Design gray_paddle_tracker, sky130hd; sources not shown.
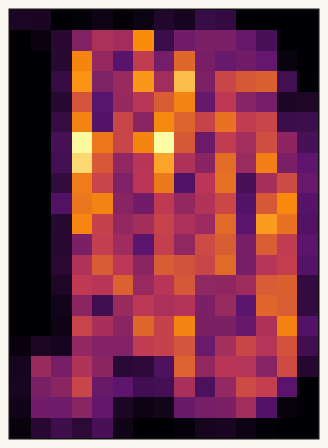
Figure 1: run 1, signal metal coverage by tile.
15 x 21 tiles, from black (low) to pale yellow (high), scaled to the fullest tile. Values are wire area over tile area, all layers added.
The fullest tile reaches 0.38. The mean over all tiles is 0.12. 16% of the tiles are nearly empty.
GRT Overall Usage: 0.167
vias after detailed routing: 7,476
Total Routed Length: 24,100 um
post-DR wirelength/cell: 16.9 um

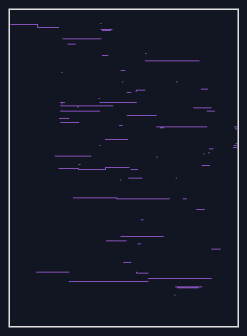
Figure 2: run 1, M3 wires.
The layer carries 710 um of wire. The longest straight run is 51.5 um. The layer holds 2.9% of the routed length. The wires run mostly horizontal.
met3 demand-to-capacity share in global routing: 0.0215

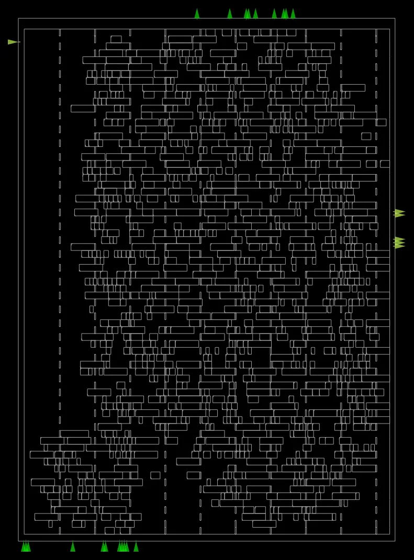
Figure 3: run 1, placement view.
sequential share of cell area: 0.442
Flops: 204
number of tap cells inserted: 375

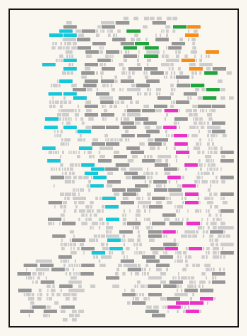
Figure 4: run 1, sequential cells grouped by signal name.
Other sequential cells in the stronger gray, the rest of the logic in the fainter gray.
Key: `oPADDLE_Y` = green [placed flops 10]; `dvsr` = magenta [placed flops 19]; `iter` = orange [placed flops 5, where north-east]; `sum_acc` = cyan [placed flops 28]
Another 142 sequential cells are not colored.
area used by sequential logic in the layout: 5110 um^2
final core utilization: 0.405
Power Sequential: 0.631 mW

==> run notes, run 1 <==
The full implementation flow was run.

The run finished with clean final reports. The area fraction of the largest cell type after synthesis is 0.493. For reference, the placement row count at floorplan is approximately 73. The synthesized chip area reported by yosys stands at a little over 10,000 um^2. Using the TritonRoute via totals, the vias-per-cell ratio works out to 5.24. The floorplan-stage core utilization stands at 0.356.

The signed area change from the synthesized netlist to the final layout stands at 13.8%. After synthesis, the design contains between 1,000 and 1,500 cells according to Yosys. By instance count after routing, the leading logic cell type is dfrtp_1. Walking the critical path from launch to capture passes 8 cell instances. Per the synthesis report, the dominant area consumer among library cells is dfrtp_1. The mean area per synthesized cell stands at 9.92 um^2.

In the setup report, the worst path falls into the class input pin to flop. Setup repair after global routing left no endpoint under its margin. The CTS clock-pin slew for the worst setup and hold paths stands at approximately 0.060 ns. Data on the critical path arrives at its endpoint at around 4.7 ns.

The number of CTS-inserted buffers stands at 23. Once iteration 0 of detailed routing completed, the report listed around 350 DRC markers. Sorting the synthesized cells by area gives the leading types as dfrtp_1, mux2_2, o21ai_0, nand2_1, ha_1.

The setup slack of the most critical reg-to-reg path stands at roughly 14 ns. Yosys printed 0 warnings. The highest fanout seen on the critical path stands at 29. After global routing the overflow that remains totals 0. The time the worst path needs with I/O delays and setup stands at approximately 4.5 ns. Nets still carrying antenna violations after routing amount to 0.

TritonRoute reported its final design rule violation total as 0. STA classifies the critical path startpoint as an input pin. Counting cells, the worst reg-to-reg path comes to 12.

The die outline width stands at between 100 and 150 um. The number of global-route vias before repair is 7,827. The number of clock sinks stands at 204.

The die area stands at around 30,000 um^2. After filler insertion, the fill cell instance count of the layout stands at between 2,000 and 3,000. According to the I/O placement log, the pin count is 26. Per the synth log, the flip-flop and latch total comes to 204. The worst setup path is captured at a flop. The peak per-stage delay on the critical path stands at a little under 0.7 ns. The highest clock rate this design can be run at is around 0.22 GHz. The number of failing setup endpoints in the final timing report stands at 0. The final-report max-slew violation count stands at 0. The number of antenna violations at the first check in global routing stands at 0. The share of synthesized area occupied by flip-flops and latches stands at 0.503. Looking at the clock tree report, the maximum root-to-sink buffer count equals 3. The first global-routing pass estimated around 41,000 um of wire. For this run, the script counts the antenna cells in the layout as 0. The clock reaches the later pin of the worst-skew pair after approximately 0.52 ns. In the synthesized netlist, the number of instances is between 1,000 and 1,500. Broken down by cell family, the worst path's largest delay share belongs to simple AND/OR/NAND/NOR gates. The total of buffers placed on input and output ports stands at 22. Summing internal, switching and leakage power gives between 1.5 and 2 mW. STA puts the critical path data required time at between 15 and 20 ns.
[run 1: stage by stage]
step                worst slack, ns  cells  area (um^2)   util
floorplan                     10.08   1023        10100      -
global placement              12.59   1388        10800  0.379
detailed placement            12.56   1388        10800  0.379
CTS                           13.12   1428        11600  0.405
global route                  12.90   1428        11600  0.405
finish                        13.09   1428        11600  0.405
[run 1: routing by layer]
layer | up-vias | share of wire | GRT usage
met1 | 3664 | 0.42 | 0.200
met5 | - | 0 | 0
met2 | 96 | 0.52 | 0.302
li1 | 3674 | - | -
met4 | 0 | 0.031 | 0.0656
met3 | 42 | 0.029 | 0.0215
[run 1: cell families after synthesis]
kind of cell | synth area share
flip-flops | 0.503
buffers and inverters | 0.0343
AND-OR/OR-AND | 0.156
XOR/XNOR | 0.0449
adder cells (fa/ha/maj) | 0.0471
multiplexers | 0.0620
AND/OR/NAND/NOR | 0.152
[run 1: layout make-up]
class,count,area (um^2),area share
flip-flops and latches,204,5110,0.442
clock buffers,32,639,0.0553
inverters,45,176,0.0153
repair buffers,36,325,0.0282
multi-input cells,728,4720,0.408
clock inverters,8,119,0.0103
well taps,375,469,0.0406
[run 1: cells in the mapped netlist, types with 6 or more instances]
cell      count
o22a_1        8
mux2_2       47
xor2_1       29
and3_1       10
and4_1        7
nand4_1      18
a21oi_1      50
xnor2_1      23
ha_1         35
a31oi_1      13
clkbuf_1     38
nor4_1       10
or3_1         9
nand2b_1      6
a22oi_1      28
nand3_1      18
mux2i_1      10
inv_1        45
a21o_1       10
nand2_1     120
nor3_1       18
o21ai_0     100
dfrtp_1     200
nor2_1       82
[run 1: worst min-delay path, delay by kind of cell (launching register included)]
kind	cells	cell delay (ns)
AOI/OAI and AO/OA	1	0.06
DFF	1	0.34
and+or+nand+nor	1	0.05
[run 1: power breakdown]
part / switching [mW] / total (mW) / internal (mW)
sequential: 0.0738 / 0.631 / 0.557
combinational: 0.333 / 0.568 / 0.235
clock: 0.195 / 0.492 / 0.297
total: 0.601 / 1.69 / 1.09
Figure 5. I/O nets highlighted (run 1).
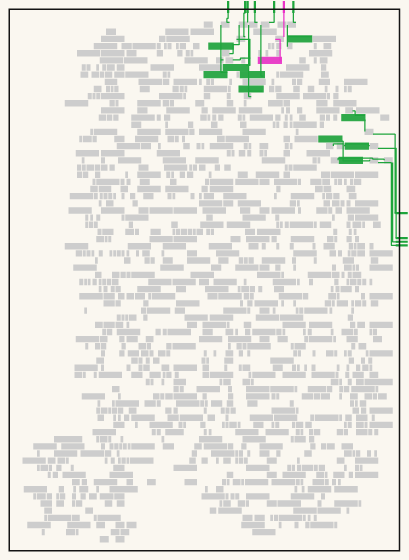

==> inputs of run 2 (changes only) <==
- clock period: 17.6 -> 4.5 ns (I/O delays scaled with it)
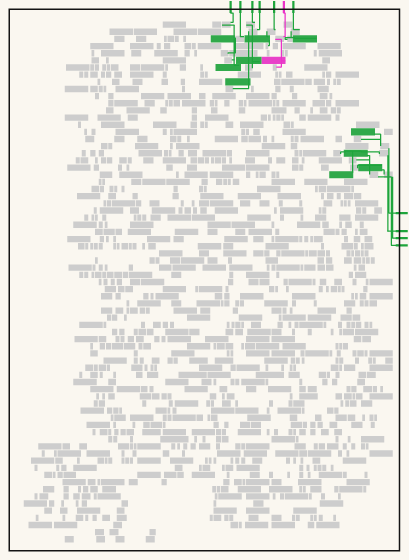
Figure 6: run 2, I/O nets highlighted.
Key: `oPADDLE_Y` = green [direction output, edge 6 north, 4 east, end cells 10, buffers 10, wire 334 um]; `oFOUND` = magenta [direction output, edge north, end cells 1, buffers 1, wire 26.7 um]
PortBufs: 22
number of placed I/O pins: 26

==> run 2 against run 1 <==
Effect of this change:
- final area grew 1.0%
- synthesized cell count is the same
- clock-buffer cell count is the same
- worst setup slack lost 12 ns
- final cell count grew 0.21%
- combinational power grew to 3.9 times the previous value
- critical endpoint is now rem[11]
- largest power group unchanged
==> run notes, run 2 <==
The full implementation flow was run.

The flow ran to the end, and the final reports show no timing, DRC or antenna violations. The global-route congestion overflow total stands at 0. A synthesized cell averages about 10 um^2. The main area contributors are dfrtp_1, mux2_2, o21ai_0, nand2_1, ha_1. The required time of the critical path stands at ~4.7 ns.

After detailed routing, the number of vias per cell comes to between 5 and 6. Derived from the worst setup path, the maximum achievable clock frequency is ~0.28 GHz. The most frequently used library cell after synthesis is dfrtp_1.

The global routing report lists combined usage of all routing layers as 0.160. The cell depth of the worst setup path stands at 12. The portion of total power attributed to sequential cells stands at 0.369. Dividing the detail-routed wire length by the instance count gives ~17 um. The die outline width stands at approximately 150 um. The fraction of synthesized cell area taken by the top area cell type stands at 0.493. The post-synthesis sequential element count stands at a little over 200. The standard cell area after detailed placement stands at around 11,000 um^2.

The switching portion of total power comes to 0.346. Along the worst path, the maximum fanout reaches 21. The number of fill cells stands at 2,838. The share of synthesized area occupied by flip-flops and latches stands at 0.503. The last timing report of the flow puts the setup violation total at 0. The count of cells along the worst register-to-register path stands at 12. In this design, the largest share of critical-path delay is due to AND-OR/OR-AND gates. The critical path is of the flop to flop type. 0 antenna diodes ended up in the layout.

Looking at the clock tree report, the maximum root-to-sink buffer count equals 3. The wire length of the first global-routing pass stands at a little under 40,000 um. According to the timing report, the arrival time at the worst endpoint equals around 3.8 ns.

Setup repair after global routing left no endpoint under its margin. STA classifies the critical path endpoint as a flop. The worst path setup slack after routing stands at approximately 0.89 ns. The number of vias in the routed layout stands at about 7,500. The register cell area after layout stands at 5110 um^2. In the power breakdown, the internal column shows roughly 4.4 mW. Summing all multi-input logic gate instances after layout gives 4720 um^2. The time the worst path needs with I/O delays and setup stands at ~3.6 ns. The floorplan-stage core utilization stands at 0.356.
==> run 2: cell type report <==
| cell class | instances | area share |
|---|---|---|
| timing repair buffer | 40 | 0.0337 |
| clock buffer | 32 | 0.0573 |
| inverter | 45 | 0.0148 |
| multi-input combinational | 728 | 0.404 |
| clock inverter | 7 | 0.0122 |
| tap | 375 | 0.0402 |
| sequential | 204 | 0.438 |
==> run 2: kinds of logic (layout without fill, tap and decap cells) <==
family / count (synthesis) / count (layout) / share of synthesized area
xor gates and xnor gates: 52 / 52 / 0.0449
AOI/OAI and AO/OA: 257 / 257 / 0.156
buffers and inverters: 91 / 124 / 0.0343
DFF: 204 / 204 / 0.503
muxes: 57 / 57 / 0.0620
adders and majority gates: 37 / 37 / 0.0471
and+or+nand+nor: 325 / 325 / 0.152
==> run 2: power by group through the flow <==
| stage | sequential [mW] | combinational [mW] | clock (mW) |
|---|---|---|---|
| 2_1_floorplan | 2.49 | 1.61 | 0 |
| 3_3_place_gp | 2.51 | 2.23 | 0 |
| 3_5_place_dp | 2.51 | 2.26 | 0 |
| 4_1_cts | 2.48 | 2.26 | 2.07 |
| 5_1_grt | 2.52 | 2.52 | 2.14 |
| 6_report | 2.47 | 2.23 | 2.00 |
==> run 2: worst register-to-register path, cell delays in order (launching register included) <==
cell      delay (ns)
dfrtp_1         0.45
inv_1           0.09
ha_1            0.14
inv_1           0.05
fa_1            0.41
a21o_1          0.22
a221oi_1        0.44
a211o_1         0.30
a21o_1          0.21
o21a_1          0.42
buf_12          0.23
nand2b_1        0.21
o21ai_0         0.12
==> run 2: stage by stage <==
step,std cells,power (mW)
5_1_grt,1431,7.18
2_1_floorplan,1023,4.10
6_report,1431,6.71
4_1_cts,1431,6.81
3_5_place_dp,1392,4.77
3_3_place_gp,1392,4.74
==> run 2: per-layer routing <==
metal / up-vias / global-route usage / part of all wire
met5: - / 0 / 0
met4: 0 / 0.0575 / 0.031
met3: 45 / 0.0215 / 0.024
met2: 80 / 0.289 / 0.51
met1: 3665 / 0.194 / 0.43
li1: 3682 / - / -
No activity file was given, so power comes from the tool's default toggle rates.
